**src/rtl/axilite_csr_pkg.sv**
```systemverilog
// Definitions shared by the AXI4-Lite CSR slave stages (AW, W, B):
// response codes and default bus geometry.
package axilite_csr_pkg;

    localparam int AXI_ADDR_SIZE  = 32;
    localparam int AXI_DATA_WIDTH = 32;
    localparam int AXI_DATA_SIZE  = 128;
    localparam int AW_FIFO_DEPTH  = 2;

    typedef enum logic [1:0] {
        RESP_OKAY   = 2'd0,
        RESP_EXOKAY = 2'd1,
        RESP_SLVERR = 2'd2,
        RESP_DECERR = 2'd3
    } axi_resp_e;

    // Pointer width for a power-of-two FIFO; a single-entry FIFO still needs one bit.
    function automatic int ptr_width(input int depth);
        return (depth > 1) ? $clog2(depth) : 1;
    endfunction

endpackage

```
**src/rtl/axilite_csr_addr_fifo.sv**
```systemverilog
// Generic synchronous FIFO with power-of-two depth. The output is the entry at
// the read pointer; pushes when full and pops when empty are dropped.
module axilite_csr_addr_fifo
    import axilite_csr_pkg::*;
#(
    parameter  int WIDTH = 32,
    parameter  int DEPTH = 2,
    localparam int PW    = ptr_width(DEPTH),
    localparam int CW    = $clog2(DEPTH) + 1
) (
    input  logic             clk,
    input  logic             rst,
    input  logic             push,
    input  logic             pop,
    input  logic [WIDTH-1:0] din,
    output logic [WIDTH-1:0] dout,
    output logic [CW-1:0]    count,
    output logic             full,
    output logic             empty
);

    logic [WIDTH-1:0] mem_q [DEPTH];
    logic [WIDTH-1:0] mem_d [DEPTH];
    logic [PW-1:0]    rd_ptr_q, rd_ptr_d;
    logic [PW-1:0]    wr_ptr_q, wr_ptr_d;
    logic [CW-1:0]    count_q, count_d;
    logic             do_push;
    logic             do_pop;

    assign full    = (count_q == CW'(DEPTH));
    assign empty   = (count_q == '0);
    assign do_push = push && !full;
    assign do_pop  = pop && !empty;

    always_comb begin
        // NOTE: every signal gets its hold value first, so no branch can leave one unassigned and infer a latch.
        mem_d    = mem_q;
        rd_ptr_d = rd_ptr_q;
        wr_ptr_d = wr_ptr_q;
        count_d  = count_q;

        if (do_push) begin
            mem_d[wr_ptr_q] = din;
            wr_ptr_d        = wr_ptr_q + 1'b1;
        end
        if (do_pop) begin
            rd_ptr_d = rd_ptr_q + 1'b1;
        end

        case ({do_push, do_pop})
            2'b10:   count_d = count_q + 1'b1;
            2'b01:   count_d = count_q - 1'b1;
            default: count_d = count_q;
        endcase
    end

    always_ff @(posedge clk) begin
        if (rst) begin
            // NOTE: storage is cleared on reset (not just the pointers) so the head reads 0 until the first push.
            mem_q    <= '{default: '0};
            rd_ptr_q <= '0;
            wr_ptr_q <= '0;
            count_q  <= '0;
        end else begin
            // NOTE: non-blocking assignments keep every flop sampling pre-edge values, whatever the statement order.
            mem_q    <= mem_d;
            rd_ptr_q <= rd_ptr_d;
            wr_ptr_q <= wr_ptr_d;
            count_q  <= count_d;
        end
    end

    assign dout  = mem_q[rd_ptr_q];
    assign count = count_q;

endmodule

```
**src/rtl/axilite_csr_write_addr.sv**
```systemverilog
// AXI4-Lite AW channel front end: buffers accepted write addresses and presents
// the oldest one to the write-data stage until that stage pops it.
module axilite_csr_write_addr
    import axilite_csr_pkg::*;
#(
    parameter  int ADDR_SIZE  = AXI_ADDR_SIZE,
    parameter  int DATA_SIZE  = AXI_DATA_SIZE,
    parameter  int DATA_WIDTH = AXI_DATA_WIDTH,
    parameter  int DEPTH      = AW_FIFO_DEPTH,
    localparam int CW         = $clog2(DEPTH) + 1
) (
    input  logic                 clk,
    input  logic                 rst,
    input  logic [ADDR_SIZE-1:0] awaddr,
    input  logic [2:0]           awprot,
    input  logic                 awvalid,
    output logic                 awready,
    output logic [ADDR_SIZE-1:0] addr,
    output logic                 addr_good,
    input  logic                 deassert_addr,
    output logic [CW-1:0]        aw_count
);

    logic          awready_q, awready_d;
    logic          push;
    logic          pop;
    logic          empty;
    logic [CW-1:0] count;
    logic [CW-1:0] next_count;
    logic          unused_full;
    logic          unused_awprot;
    logic [31:0]   unused_params;

    // Protection bits and data geometry are handled by later stages.
    assign unused_awprot = ^awprot;
    assign unused_params = 32'(DATA_SIZE ^ DATA_WIDTH);

    assign push = awvalid && awready_q;
    assign pop  = deassert_addr && !empty;

    axilite_csr_addr_fifo #(
        .WIDTH (ADDR_SIZE),
        .DEPTH (DEPTH)
    ) u_fifo (
        .clk   (clk),
        .rst   (rst),
        .push  (push),
        .pop   (pop),
        .din   (awaddr),
        .dout  (addr),
        .count (count),
        .full  (unused_full),
        .empty (empty)
    );

    // awready looks one edge ahead at the occupancy, so a pop while full frees
    // a slot only from the following cycle on.
    always_comb begin
        next_count = count;
        if (push && !pop) begin
            next_count = count + 1'b1;
        end else if (pop && !push) begin
            next_count = count - 1'b1;
        end
        awready_d = (next_count < CW'(DEPTH));
    end

    always_ff @(posedge clk) begin
        if (rst) begin
            awready_q <= 1'b0;
        end else begin
            awready_q <= awready_d;
        end
    end

    assign awready   = awready_q;
    assign addr_good = !empty;
    assign aw_count  = count;

endmodule

```
**config.mk**
```make
export PLATFORM = sky130hd
export DESIGN_NAME = axilite_csr_write_addr
export DESIGN_NICKNAME = d
export VERILOG_FILES = /design/src/rtl/axilite_csr_pkg.sv /design/src/rtl/axilite_csr_addr_fifo.sv /design/src/rtl/axilite_csr_write_addr.sv
export SDC_FILE = /design/constraint.sdc
export NUM_CORES = 1
export LEC_CHECK = 0
export CAP_MARGIN = 40
export CORE_MARGIN = 1.5
export CORE_UTILIZATION = 30
export CTS_CLUSTER_DIAMETER = 80
export DETAILED_ROUTE_END_ITERATION = 7
export DONT_BUFFER_PORTS = 1
export SYNTH_ARGS = -nofsm -noshare
export SYNTH_HDL_FRONTEND = slang
export SYNTH_HIERARCHICAL = 1
export SYNTH_SLANG_ARGS = --single-unit
```
**constraint.sdc**
```tcl
create_clock -name clk -period 1.6 [get_ports clk]
set_input_delay 0.24 -clock clk [delete_from_list [all_inputs] [get_ports clk]]
set_output_delay 0.24 -clock clk [all_outputs]
set_load 0.03 [all_outputs]
```
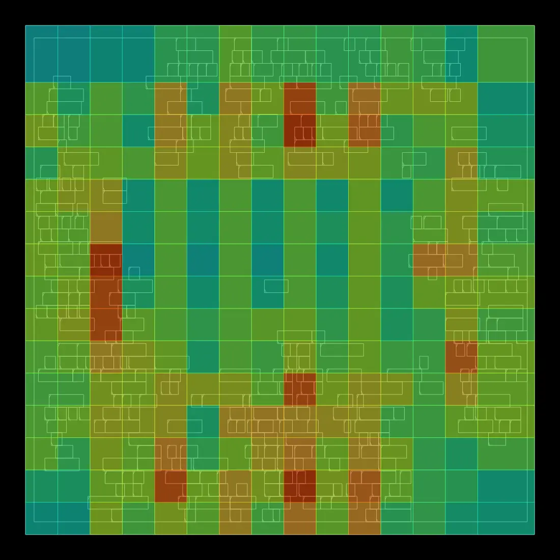
*Routing congestion map, run 1*
met1 usage: 15.44%
M3 GR Usage: 4.842%
Routed wire per std cell: 15.43 microns
gr busiest metal: met2
gr usage total: 13.38%

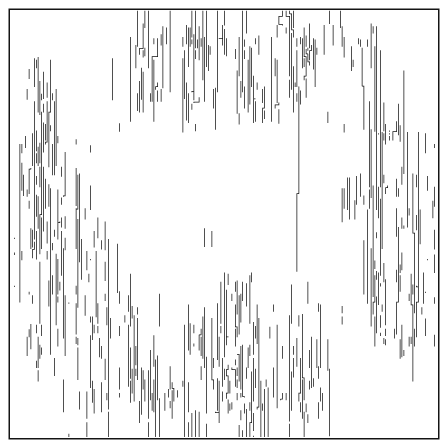
*Signal wires on met2, run 1*
share of all routed wire = 49%
nets with wire on the layer = 325

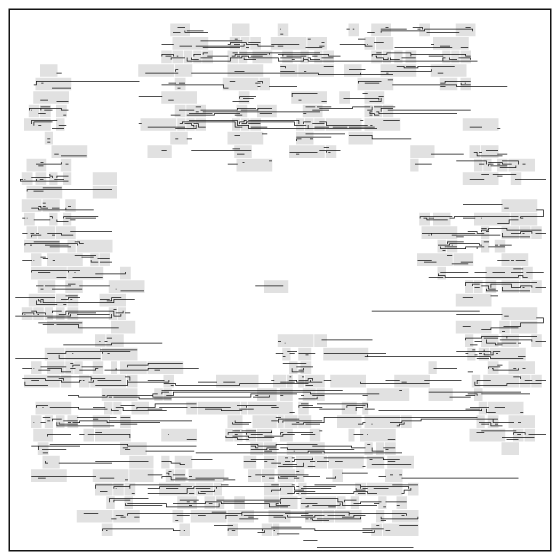
*Metal 1, run 1*
share of all routed wire = 45%
longest straight run = 36.3 microns
nets with wire on the layer = 365
main direction = horizontal
wire length on this layer = 3,490 microns

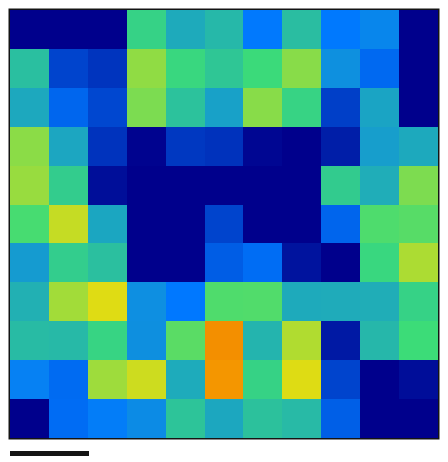
*Cell area per tile, run 1*
Bar = 20 microns. The die is cut into 11 by 11 equal tiles; dark blue is low, red is high, 0 to 100% covered.
mean over tiles = 31%
densest ninth of the die = south
emptiest ninth of the die = center

==> GITHUB_STEP_SUMMARY, run 1 <==
## PnR job results

| Metric | Value |
|---|---|
| Cell Area, Placed | `0.003540 sq mm` |
| Crit-path max cell delay | `440 ps` |
| GP Congestion | `0.7250` |
| Residual DRC count | `0` |
| Heaviest power group | `sequential cells` |
| Register area | `0.001394 sq mm` |
| Layout Cells excl Fill | `498` |
| Metal2 WL | `3.731 mm` |
| Reg with most FFs | `u_fifo/mem_q` |
| Synth mux share | `20.59%` |
| Post-Synth AOI/OAI Area | `10.78%` |
| Seq share, synth | `41.18%` |
| Slowest CP cell | `mux2_2` |
| Design area | `0.003824 sq mm` |
| First-pass DRT Iterations | `4` |
| Post-route ant nets | `0` |
| Final-stage net count | `394` |
| Syn Area/Cell | `9.530 sq um` |
| Status | `completed` |
| Simple-Gate Area Share | `21.48%` |
| Core area | `0.01089 sq mm` |
| Flop count | `69` |
| Top-area cell share | `41.18%` |
| Cell variety after synth | `29` |
| DR vias/cell | `4.817` |
| Chip area | `0.01182 sq mm` |
| Fillers | `1,116` |
| Floorplan Nets | `392` |
| Slew margin rel. | `73.62%` |
| Synth logic family | `simple AND/OR/NAND/NOR gates` |
| VDD IR-drop max | `461.4 uV` |
| P_comb | `0.835 mW` |
| Async set-reset flop share out of synthesis | `0%` |
| CP startpoint | `u_fifo/rd_ptr_q$_SDFFE_PP0P_` |
| Critical path type | `flip-flop to output pin` |
| Clock buffer cells | `13` |
| Synth top area cells | `dfxtp_1 (41%), nand2b_1 (12%), mux2_2 (11%)` |
| Setup Buffers After CTS | `1` |
| Largest class | `logic gates` |
| Clock sink total | `69` |
| Fin Hold WS | `61.55 ps` |
| Comb power frac | `20.9%` |
| Met1 Routed Length | `3.491 mm` |
| Post-route setup slack | `1.967 ps` |
| Inverters | `3` |
| Clk network pwr share | `31.5%` |
| Layout area overhead | `13.99%` |
| Number of non-clock buffers | `18` |
| Top cells excl fill/tap | `nand2b_1 (66), o21ai_0 (65), dfxtp_1 (65)` |
| Post-layout util | `35.12%` |
| Multi-input combinational area share | `49.54%` |
| Pwr Total | `3.985 mW` |
| Synth warn | `6` |
| # IOs | `75` |
| Fraction of layout cells with a size suffix above 1 | `20.11%` |
| Commonest Layout Cell | `nand2b_1` |
| Pre-Place Util | `30.81%` |
| Arrival time worst endpoint | `1360 ps` |
| Sw Share | `29.71%` |
| Worst hold path type | `primary input to flip-flop` |
| Critical Path RT | `1360 ps` |
| Input/output buffers | `0` |
| CTS max path bufs | `2` |
| H-tree depth | `3` |
| Primary FF master, synth | `dfxtp_1` |
| Tmin final | `1598 ps` |
| Die height | `108.7 microns` |
| Synth flops | `69` |
| Antenna violations before repair | `0` |
| RSZ-0062 raised after global routing | `true` |
| Synth top cells by count | `dfxtp_1 (69), nand2b_1 (66), o21ai_0 (65), mux2i_1 (33), nor2b_1 (33)` |
| Count leader, synth | `dfxtp_1` |
| Leakage power | `1.388 nW` |
| Vias in the first global route | `2,330` |
| Kind of start point of the critical path | `flip-flop` |
| Worst-Margin Slew | `394.6 ps` |
| MI comb area | `0.001894 sq mm` |
| Grt met2 use | `22.06%` |
| Ant diodes | `0` |
| Top Layer Used | `met4` |
| R2R depth | `6` |
| OpenROAD warnings | `33` |
| Cells along the critical path | `buf_12 -> mux2_2` |
| Die Wd | `108.7 microns` |
| Hold endpoint | `u_fifo/mem_q[21]$_SDFFE_PP0P_` |
| Cell Area, Synth | `0.003354 sq mm` |
| F_max | `0.6258 GHz` |
| Stages on the worst setup path | `2` |
| TritonCTS clock tree | `done` |
| Layout Skew | `9.854 ps` |
| Clk slew on worst S/H paths | `70 ps` |
| CTS Hold Bufs | `1` |
| Xor-xnor portion of the synthesized cell area | `0.7833%` |
| Flop2flop setup slack | `50 ps` |
| NonClk Buf Share | `4.712%` |
| Max reg flops | `64` |
| Post-Place Cells | `479` |
| Final WL | `7.682 mm` |
| Routed wl met3 | `331 microns` |
| Switch Pwr | `1.184 mW` |
| Internal power | `2.801 mW` |
| Max-cap violations | `0` |
| Fin crit share | `99.88%` |
| Yosys Instances | `352` |
| Fa+ha+maj area frac | `0.3730%` |
| Syn Inst Count | `352` |
| Min-delay src | `awaddr[21]` |
| Largest net degree at the start of global routing | `102` |
| First-pass GRT wire length | `11.83 mm` |
==> run 2, diff against run 1 <==
--- a/config.mk
+++ b/config.mk
@@ -11,6 +11,7 @@
 export CTS_CLUSTER_DIAMETER = 80
 export DETAILED_ROUTE_END_ITERATION = 7
 export DONT_BUFFER_PORTS = 1
+export SLEW_MARGIN = 20
 export SYNTH_ARGS = -nofsm -noshare
 export SYNTH_HDL_FRONTEND = slang
 export SYNTH_HIERARCHICAL = 1
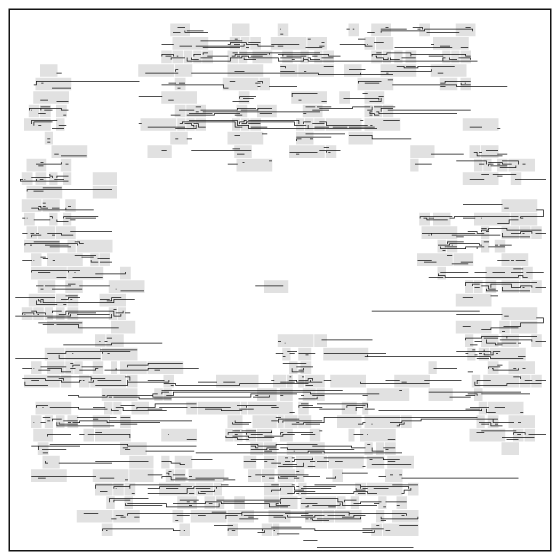
*Metal 1, run 2*
nets with wire on the layer = 365
main direction = horizontal
share of all routed wire = 45%
wire length on this layer = 3,490 microns

==> run 2 against run 1 <==
Combinational power about the same. Cell area unchanged. Sequential cell count stayed put. Non-clock buffer count stayed put. Wire length did not move. Critical endpoint unchanged.
==> GITHUB_STEP_SUMMARY, run 2 <==
## PnR job results

| Metric | Value |
|---|---|
| Multi-input combinational area share | `49.54% (unchanged)` |
| Syn Area/Cell | `9.530 sq um (unchanged)` |
| # setup viols final | `0` |
| Clock buffer cells | `13 (unchanged)` |
| Reg with most FFs | `u_fifo/mem_q` |
| Xor-xnor portion of the synthesized cell area | `0.7833% (unchanged)` |
| Grt met2 use | `22.06% (unchanged)` |
| First-pass GRT wire length | `11.83 mm (unchanged)` |
| Max reg flops | `64 (unchanged)` |
| Synth warn | `6 (unchanged)` |
| Layout Cells excl Fill | `498 (unchanged)` |
| Primary FF master, synth | `dfxtp_1` |
| Layout Skew | `9.854 ps (unchanged)` |
| Flop count | `69 (unchanged)` |
| Hold Path Stages | `2` |
| Fin Hold WS | `61.55 ps (unchanged)` |
| Well Taps | `140` |
| Clk. pwr | `1.26 mW` |
| Chip area | `0.01182 sq mm (unchanged)` |
| Synthesis area per yosys | `0.003354 sq mm` |
| Critical path type | `flip-flop to output pin` |
| Cell Area, Synth | `0.003354 sq mm (unchanged)` |
| Heaviest power group | `sequential cells` |
| Root buffer cell | `clkbuf_8` |
| Top Layer Used | `met4` |
| Leakage power | `1.388 nW (unchanged)` |
| # IOs | `75 (unchanged)` |
| GRT overflow | `0` |
| Fillers | `1,116 (unchanged)` |
| Post-route setup slack | `1.967 ps (unchanged)` |
| Post-DP HPWL | `4.589 mm` |
| Post-layout util | `35.12% (unchanged)` |
| First-pass DRT Iterations | `4 (unchanged)` |
| Crit Path Max Fanout | `17` |
| Routed wl met3 | `331 microns (unchanged)` |
| Layout area overhead | `13.99% (unchanged)` |
| Kind of start point of the critical path | `flip-flop` |
| Clk network pwr share | `31.5% (about the same)` |
| CTS Hold Bufs | `1 (unchanged)` |
| Die Wd | `108.7 microns (unchanged)` |
| TritonCTS clock tree | `done` |
| Late-Pin Clk Latency | `350 ps` |
| Pwr Total | `3.985 mW (unchanged)` |
| Max-cap violations | `0 (unchanged)` |
| Fin crit share | `99.88% (unchanged)` |
| Gr usage total | `13.38% (unchanged)` |
| Tmin final | `1598 ps (unchanged)` |
| Largest net degree at the start of global routing | `102 (unchanged)` |
| Sw Share | `29.71% (unchanged)` |
| Fa+ha+maj area frac | `0.3730% (unchanged)` |
| Synth logic family | `simple AND/OR/NAND/NOR gates` |
| Switch Pwr | `1.184 mW (unchanged)` |
| Cell variety after synth | `29 (unchanged)` |
| Count leader, synth | `dfxtp_1` |
| Synth mux share | `20.59% (unchanged)` |
| Clk slew on worst S/H paths | `70 ps (about the same)` |
| Residual DRC count | `0 (unchanged)` |
| Arrival time worst endpoint | `1360 ps (about the same)` |
| Slew margin rel. | `73.62% (unchanged)` |
| M3 GR Usage | `4.842% (unchanged)` |
| Sequential share of power | `47.6%` |
| Input/output buffers | `0 (unchanged)` |
| CTS max path bufs | `2 (unchanged)` |
| Internal power | `2.801 mW (unchanged)` |
| Syn Inst Count | `352 (unchanged)` |
| Slowest CP cell | `mux2_2` |
| Post-synth EDFFs | `0` |
| Post-Place Cells | `479 (unchanged)` |
| Metal2 WL | `3.731 mm (unchanged)` |
| Synth top area cells | `dfxtp_1 (41%), nand2b_1 (12%), mux2_2 (11%)` |
| # rows | `38` |
| Simple-Gate Area Share | `21.48% (unchanged)` |
| Met1 usage | `15.44% (unchanged)` |
| Commonest Layout Cell | `nand2b_1` |
| Crit-path max cell delay | `440 ps (about the same)` |
| Top-area cell share | `41.18% (unchanged)` |
| P_comb | `0.835 mW (about the same)` |
| GP Congestion | `0.7250 (unchanged)` |
| Routed wire per std cell | `15.43 microns (unchanged)` |
| Ant diodes | `0 (unchanged)` |
| Synth top cells by count | `dfxtp_1 (69), nand2b_1 (66), o21ai_0 (65), mux2i_1 (33), nor2b_1 (33)` |
| Flop2flop setup slack | `50 ps (about the same)` |
| Async set-reset flop share out of synthesis | `0% (unchanged)` |
| Clock sink total | `69 (unchanged)` |
| NonClk Buf Share | `4.712% (unchanged)` |
| Fin. max-slew vios | `0` |
| Die height | `108.7 microns (unchanged)` |
| Via Count | `2,399` |
| Worst slack, placed | `17.63 ps` |
| Synth flops | `69 (unchanged)` |
| MI comb area | `0.001894 sq mm (unchanged)` |
| Core area | `0.01089 sq mm (unchanged)` |
| Setup_tns | `0 ps` |
| Design area | `0.003824 sq mm (unchanged)` |
| Number of non-clock buffers | `18 (unchanged)` |
| Cells along the critical path | `buf_12 -> mux2_2` |
| Largest class | `logic gates` |
| Fraction of layout cells with a size suffix above 1 | `20.11% (unchanged)` |
| Sequential group power | `1.90 mW` |
| Final WL | `7.682 mm (unchanged)` |
| Min-delay src | `awaddr[21]` |
| Antenna violations before repair | `0 (unchanged)` |
| Inverters | `3 (unchanged)` |
| CP startpoint | `u_fifo/rd_ptr_q$_SDFFE_PP0P_` |
| Vias in the first global route | `2,330 (unchanged)` |
| VDD IR-drop max | `461.4 uV (unchanged)` |
| Sequential share of cell area | `36.45%` |
| Seq share, synth | `41.18% (unchanged)` |
| Met1 Routed Length | `3.491 mm (unchanged)` |
| Critical Path End | `addr[13]` |
| Final-stage net count | `394 (unchanged)` |
| Gr busiest metal | `met2` |
| Yosys Instances | `352 (unchanged)` |
| Floorplan Nets | `392 (unchanged)` |
| Post-Synth AOI/OAI Area | `10.78% (unchanged)` |
| Reg-to-Reg Start | `u_fifo/count[0]$_SDFFE_PP0P_` |
| Worst-Margin Slew | `394.6 ps (unchanged)` |
| Register area | `0.001394 sq mm (unchanged)` |
| Status | `completed` |
| OpenROAD warnings | `33 (unchanged)` |
| Comb power frac | `20.9% (about the same)` |
| H-tree depth | `3 (unchanged)` |
| Stages on the worst setup path | `2 (unchanged)` |
| Critical Path RT | `1360 ps (about the same)` |
| Post-route ant nets | `0 (unchanged)` |
| DR vias/cell | `4.817 (unchanged)` |
| RSZ-0062 raised after global routing | `true` |
| Largest area contributor in the netlist | `dfxtp_1` |
| Hold endpoint | `u_fifo/mem_q[21]$_SDFFE_PP0P_` |
| Top cells excl fill/tap | `nand2b_1 (66), o21ai_0 (65), dfxtp_1 (65)` |
| Worst hold path type | `primary input to flip-flop` |
| R2R depth | `6 (unchanged)` |
| F_max | `0.6258 GHz (unchanged)` |
| Cell Area, Placed | `0.003540 sq mm (unchanged)` |
| Setup Buffers After CTS | `1 (unchanged)` |
| Final hold violation count | `0` |
| Pre-Place Util | `30.81% (unchanged)` |
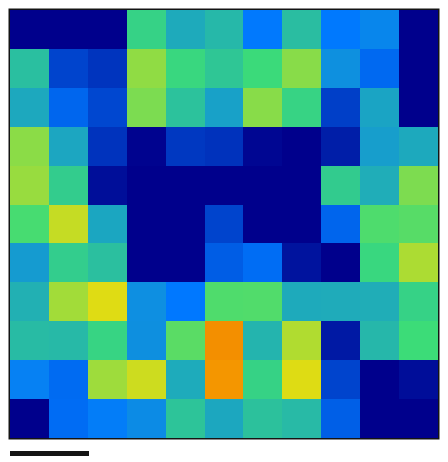
*Cell area per tile, run 2*
Bar = 20 microns. The die is cut into 11 by 11 equal tiles; dark blue is low, red is high, 0 to 100% covered.
fullest tile = 84%
nearly empty tiles = 21%
tiles over 75% full = 1.7%
emptiest ninth of the die = center
densest ninth of the die = south

Power figures rest on the tool's default switching activity, not on a simulated workload.
